==> config.mk <==
export PLATFORM = sky130hd
export DESIGN_NAME = sync_async_injector
export DESIGN_NICKNAME = d
export VERILOG_FILES = /design/src/rtl/noc_pkg.sv /design/src/rtl/inj_fifo.sv /design/src/rtl/sync_async_injector.sv
export SDC_FILE = /design/constraint.sdc
export NUM_CORES = 1
export LEC_CHECK = 0
export CAP_MARGIN = 20
export CORE_ASPECT_RATIO = 2
export CORE_MARGIN = 5
export CORE_UTILIZATION = 55
export CTS_CLUSTER_SIZE = 8
export DETAILED_ROUTE_END_ITERATION = 8
export PLACE_DENSITY = 0.78
export SETUP_SLACK_MARGIN = 0.1
export SLEW_MARGIN = 20
export SYNTH_ARGS = -nofsm -noshare
export SYNTH_HDL_FRONTEND = slang
export SYNTH_SLANG_ARGS = --single-unit
==> constraint.sdc <==
create_clock -name clk -period 5.9 [get_ports clk]
set_input_delay 1.18 -clock clk [delete_from_list [all_inputs] [get_ports clk]]
set_output_delay 1.18 -clock clk [all_outputs]
set_load 0.1 [all_outputs]
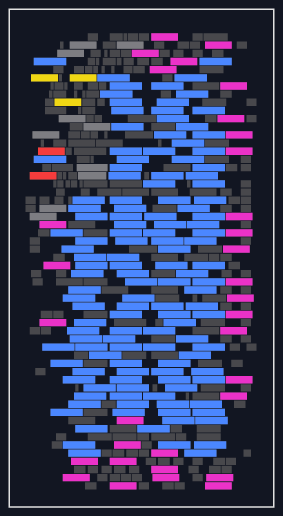
*Sequential cells coloured by netlist name, run 1*
(3 px per um) Other sequential cells in the stronger grey, the rest of the logic in the fainter grey.
Key: `Data_up_o` = magenta [sequential cells 32, where spread over the die]; `state_q` = red [sequential cells 2]; `u_fifo.mem` = blue [sequential cells 128]; `u_fifo.count` = yellow [sequential cells 3]
Another 10 sequential cells are not coloured.
fraction of area in registers: 62.4%
Final Core Density: 68.4%
FF+latch area: 5020 um^2

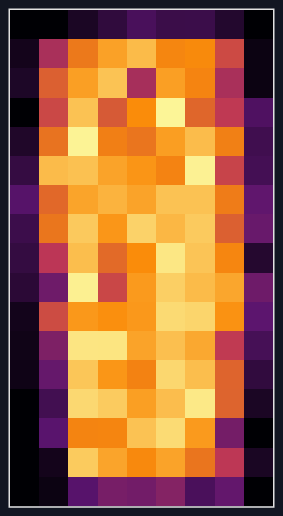
*Local utilization, run 1*
(3 px per um) The die is cut into 9 by 17 equal tiles; black is low, pale yellow is high, 0 to 100% covered.
The emptiest ninth of the die: south-west. The mean over all tiles is 54%. 39% of the tiles are over 75% full. The fullest tile reaches 98%. The densest ninth of the die: centre.
Init Core Util: 56.4%
core box area: 11800 um^2

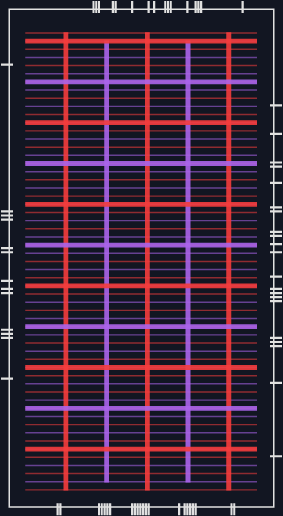
*Floorplan with the power grid, run 1*
(3 px per um) Pins as bars on the die edge.
Key: VSS = red; VDD = purple
11 straps on met5. The core has 56 rows. 57 met1 rails follow the rows. 5 straps on met4. 72 signal pins sit on the boundary.
die height: 165 um

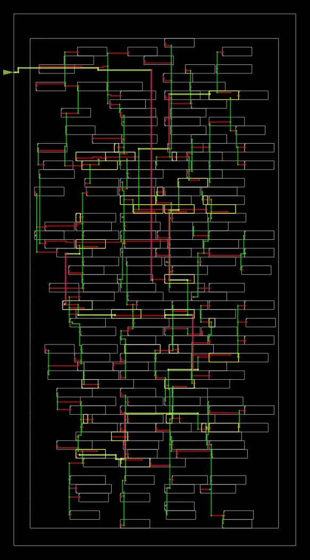
*The clock network, run 1*
CTS sink cnt: 175
seq_cells: 175
CTS Buf Count: 17

==> changes_impl.md, run 1 <==
## Implementation

* Tool Warnings at 32
* Filler Cells Inserted at between 700 and 800
* Yosys stat area at ~6600 um^2
* CP Launch Type: flop
* CP arrival at 2.30 ns
* Worst-path fanout max at 4
* Max-cap violations at 0
* Port bufs at 71
* Layout area overhead at 21.2%
* Row count at 56
* Outcome: finished clean
* FF-to-FF path depth at 8
* Die area at approximately 15000 um^2
* Net count after synthesis at 354
* TritonCTS clock tree: yes
* Crit path cell chain: nor2_1, a21boi_0, clkdlybuf4s50_1
* Global-route wire length before repair at 18700 um
* Width of the chip at 87.7 um
* Count of library flops with an enable pin at 128
* CP max stage delay at ~1.2 ns
* TritonRoute pass-1 iters at 4
* Crit-path leading delay family: buffers and inverters
* Cts-stage hold buffer count at 0
* Hpwl dp at between 7000 and 8000 um
* Fin. Hold Viols at 0
* Fmax at 287 MHz
* Total number of yosys warnings at 0
* Reg-to-reg slack, setup at about 3.7 ns
* Vias in the first global route at 3394
* Final Cell Area at ~8000 um^2
* Yosys cell types at 31
* Fraction of registers with async set/reset at a little over a quarter
* Max reg flops at around 130
* DR top layer: met4
* Commonest Layout Cell: edfxtp_1
==> run 1: through the flow <==
step | cells | utilization (%) | worst slack [ns]
6_report | 545 | 68.4 | 2.42
5_1_grt | 545 | 68.4 | 2.31
4_1_cts | 545 | 68.3 | 2.39
3_5_place_dp | 513 | 63.3 | 2.37
3_3_place_gp | 513 | 63.3 | 2.40
2_1_floorplan | 308 | - | 2.04
==> run 1: logic make-up (layout without fill, tap and decap cells) <==
kind of cell | count (synthesis) | after routing | share of synthesized area, %
xor+xnor | 9 | 9 | 1.19
mux | 67 | 67 | 16.9
compound gates | 7 | 7 | 0.754
simple gates | 16 | 16 | 1.60
flops | 175 | 175 | 75.6
fa+ha+maj | 10 | 10 | 2.00
buf+inv | 23 | 115 | 1.90
other cells | 1 | 1 | 0.0565
==> run 1: final cells by class <==
cell class	count	area [um^2]	area share, %
multi-input combinational	110	1500	18.6
tap	145	181	2.25
timing repair buffer	71	708	8.80
clock inverter	7	113	1.40
inverter	12	45.0	0.560
sequential	175	5020	62.4
clock buffer	25	475	5.91
==> run 1: routing by layer <==
layer  vias to the layer above  global-route usage (%)
met3                        16                    4.72
met2                        74                    32.8
li1                       1360                       -
met5                         -                       0
met4                         0                    6.56
met1                      1598                    20.3
==> run 1: synthesized netlist by cell type (2+ instances only) <==
cell	count	area, um^2
and2_1	4	25.0
buf_2	2	10.0
buf_4	2	15.0
buf_6	4	45.0
clkbuf_1	3	11.3
dfrtp_1	47	1180
edfxtp_1	128	3840
ha_1	9	113
inv_1	12	45.0
mux2_2	33	372
mux2i_1	2	20.0
mux4_1	3	78.8
mux4_2	29	653
nand2_1	2	7.51
nand2b_1	2	12.5
nor2_1	3	11.3
o21ai_0	2	10.0
xnor2_1	5	43.8
xor2_1	4	35.0
--- run 2 (diff from run 1) ---
--- a/config.mk
+++ b/config.mk
@@ -8,10 +8,10 @@
 export CAP_MARGIN = 20
 export CORE_ASPECT_RATIO = 2
 export CORE_MARGIN = 5
-export CORE_UTILIZATION = 55
+export CORE_UTILIZATION = 50
 export CTS_CLUSTER_SIZE = 8
 export DETAILED_ROUTE_END_ITERATION = 8
-export PLACE_DENSITY = 0.78
+export PLACE_DENSITY = 0.75
 export SETUP_SLACK_MARGIN = 0.1
 export SLEW_MARGIN = 20
 export SYNTH_ARGS = -nofsm -noshare
==> constraint.sdc (replaced) <==
create_clock -name clk -period 3 [get_ports clk]
set_input_delay 0.6 -clock clk [delete_from_list [all_inputs] [get_ports clk]]
set_output_delay 0.6 -clock clk [all_outputs]
set_load 0.1 [all_outputs]
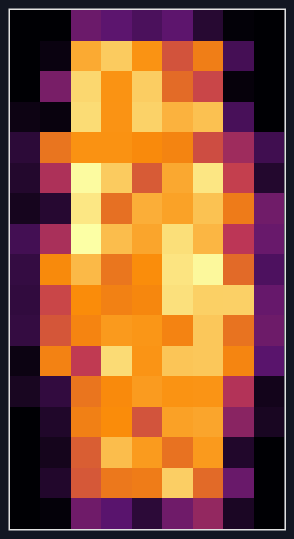
*Local utilization, run 2*
(3 px per um) The die is cut into 9 by 17 equal tiles; black is low, pale yellow is high, 0 to 100% covered.
33% of the tiles are over 75% full. The emptiest ninth of the die: south-west. The mean over all tiles is 50%. The fullest tile reaches 100%. The densest ninth of the die: centre. 12% of the tiles are nearly empty.
core box area: 13100 um^2
Final Core Density: 61.8%
Init Core Util: 50.8%

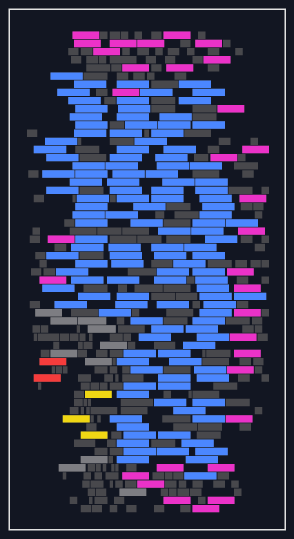
*Sequential cells coloured by netlist name, run 2*
(3 px per um) Other sequential cells in the stronger grey, the rest of the logic in the fainter grey.
Key: `u_fifo.count` = yellow [sequential cells 3]; `state_q` = red [sequential cells 2]; `Data_up_o` = magenta [sequential cells 32]; `u_fifo.mem` = blue [sequential cells 128]
fraction of area in registers: 62.2%
FF+latch area: 5020 um^2

==> run 2 against run 1 <==
Against the previous run: sequential cell count unchanged; clock skew is 0.0028 ns higher; register-to-register slack got worse by 2.8 ns; routed wire length up 1.0%; critical path type is now reg -> reg; critical endpoint is now u_fifo.count[2]; highest routed layer unchanged.
==> changes_impl.md, run 2 <==
## Implementation

* Max-cap violations at 0 (unchanged)
* Die area at 15800 um^2 (+9.1%)
* TritonRoute pass-1 iters at 4 (unchanged)
* Post-Route WL at roughly 12000 um
* Cells in synth_stat.txt at between 300 and 400
* Row count at 59 (+5.4%)
* CTS sink cnt at 175 (unchanged)
* CP Launch Type: flop
* Fraction of registers with async set/reset at 26.9% (unchanged)
* Nets@finish at between 400 and 500
* Global-route wire length before repair at 18800 um (about the same)
* Top-area cell share at 57.9% (unchanged)
* Worst-path fanout max at 4 (unchanged)
* Layout cells sized above 1 at 35.8%
* Width of the chip at 91.5 um (+4.3%)
* Yosys stat area at 6640 um^2 (unchanged)
* FF-to-FF path depth at 8 (unchanged)
* Commonest Layout Cell: edfxtp_1
* Cell type with the largest total area: edfxtp_1
* Top-count cell post-synth: edfxtp_1
* Total number of yosys warnings at 0 (unchanged)
* CTS Buf Count at 17 (unchanged)
* Layout area overhead at 21.7%
* Post-synth top cells: edfxtp_1 (128), dfrtp_1 (47), mux2_2 (33)
* Net count after synthesis at 354 (unchanged)
* TritonCTS clock tree: yes
* Antenna violations before repair at 0
* Slew at the pin closest to its max-slew limit at just over 0.8 ns
* Root Driver: clkbuf_16
* Port bufs at 71 (unchanged)
* Worst-path clk slew at 0.06 ns
* CP arrival at 2.50 ns (+0.20 ns)
* Rel. slew slack at ~46%
* Outcome: finished clean
* Filler Cells Inserted at 922 (+22%)
* Fmax at between 400 and 500 MHz
* Vias in the first global route at 3396 (+0.059%)
* Top Layout Cells: edfxtp_1 (128), dfrtp_1 (45), buf_4 (44)
* Postcts setup bufs at 0
* GR Util All Layers at about 16%
* Post-synth seq share at 75.6%
* Reg-to-reg slack, setup at 0.83 ns (-2.85 ns)
* Ant. Diodes at 0
* CP max stage delay at 0.43 ns (-0.74 ns)
* Detail Route Antenna Nets at 0
* Cts-stage hold buffer count at 0 (unchanged)
* Hpwl dp at 7980 um (+12%)
* Tool Warnings at 32 (unchanged)
* Die height at 173 um (+4.6%)
* Final period utilization at between 70% and 80%
* Gate Count Post-Synth at between 300 and 400
* Fin. Hold Viols at 0 (unchanged)
* Max reg flops at 128 (unchanged)
* Worst setup EP type: flop
* Clock buffer depth at 2
* Count of library flops with an enable pin at 128 (unchanged)
* Yosys cell types at 31 (unchanged)
* Crit path cell chain: xor2_1, nor3_1, ha_1, inv_1, fa_1, xor2_1, nor2_1, xor2_1
* Main area contributors: edfxtp_1 (58%), dfrtp_1 (18%), mux4_2 (9.8%)
run 2: cell types whose count changed in the layout (fill, tap and decap cells not counted), moves of 2 or more:
cell             previous run  this run
bufinv_16                   3         1
clkinv_2                    3         1
clkdlybuf4s50_1            70        34
buf_4                       1        44
clkbuf_1                    6         4
clkinv_4                    0         3
buf_12                      0         4
run 2: kinds of logic (layout without fill, tap and decap cells):
logic type / count (synthesis) / count (layout) / synth area share [%]
compound gates: 7 / 7 / 0.754
mux: 67 / 67 / 16.9
flops: 175 / 175 / 75.6
buf+inv: 23 / 126 / 1.90
simple gates: 16 / 16 / 1.60
fa+ha+maj: 10 / 10 / 2.00
xor+xnor: 9 / 9 / 1.19
other cells: 1 / 1 / 0.0565
run 2: layout make-up:
| class | count | area, um^2 | area share (%) |
|---|---|---|---|
| multi-input combinational | 110 | 1500 | 18.6 |
| clock inverter | 8 | 78.8 | 0.976 |
| inverter | 12 | 45.0 | 0.557 |
| tap | 152 | 190 | 2.35 |
| clock buffer | 24 | 493 | 6.10 |
| sequential | 175 | 5020 | 62.2 |
| timing repair buffer | 82 | 751 | 9.29 |
run 2: metrics by stage:
| step | instances | worst slack, ns | hold WS, ns | area, um^2 |
|---|---|---|---|---|
| 6_report | 563 | 0.833 | 0.201 | 8080 |
| 5_1_grt | 563 | 0.724 | 0.244 | 8080 |
| 4_1_cts | 563 | 0.799 | 0.354 | 8080 |
| 3_5_place_dp | 531 | 0.437 | 0.340 | 7510 |
| 3_3_place_gp | 531 | 0.527 | 0.338 | 7510 |
| 2_1_floorplan | 308 | 0.445 | 0.304 | 6640 |
run 2: routing by layer:
layer	GRT usage, %	share of wire [%]	vias up
met3	4.52	3.9	17
li1	-	-	1381
met2	30.6	61	75
met5	0	0	-
met4	5.48	1.6	0
met1	16.2	34	1612
run 2: critical path, delay by kind of cell, from the launching register on:
| family | cells | cell delay [ns] |
|---|---|---|
| adder cells (fa/ha/maj) | 2 | 0.63 |
| XOR/XNOR | 3 | 0.52 |
| flip-flops | 1 | 0.43 |
| AND/OR/NAND/NOR | 2 | 0.43 |
| buffers and inverters | 1 | 0.07 |
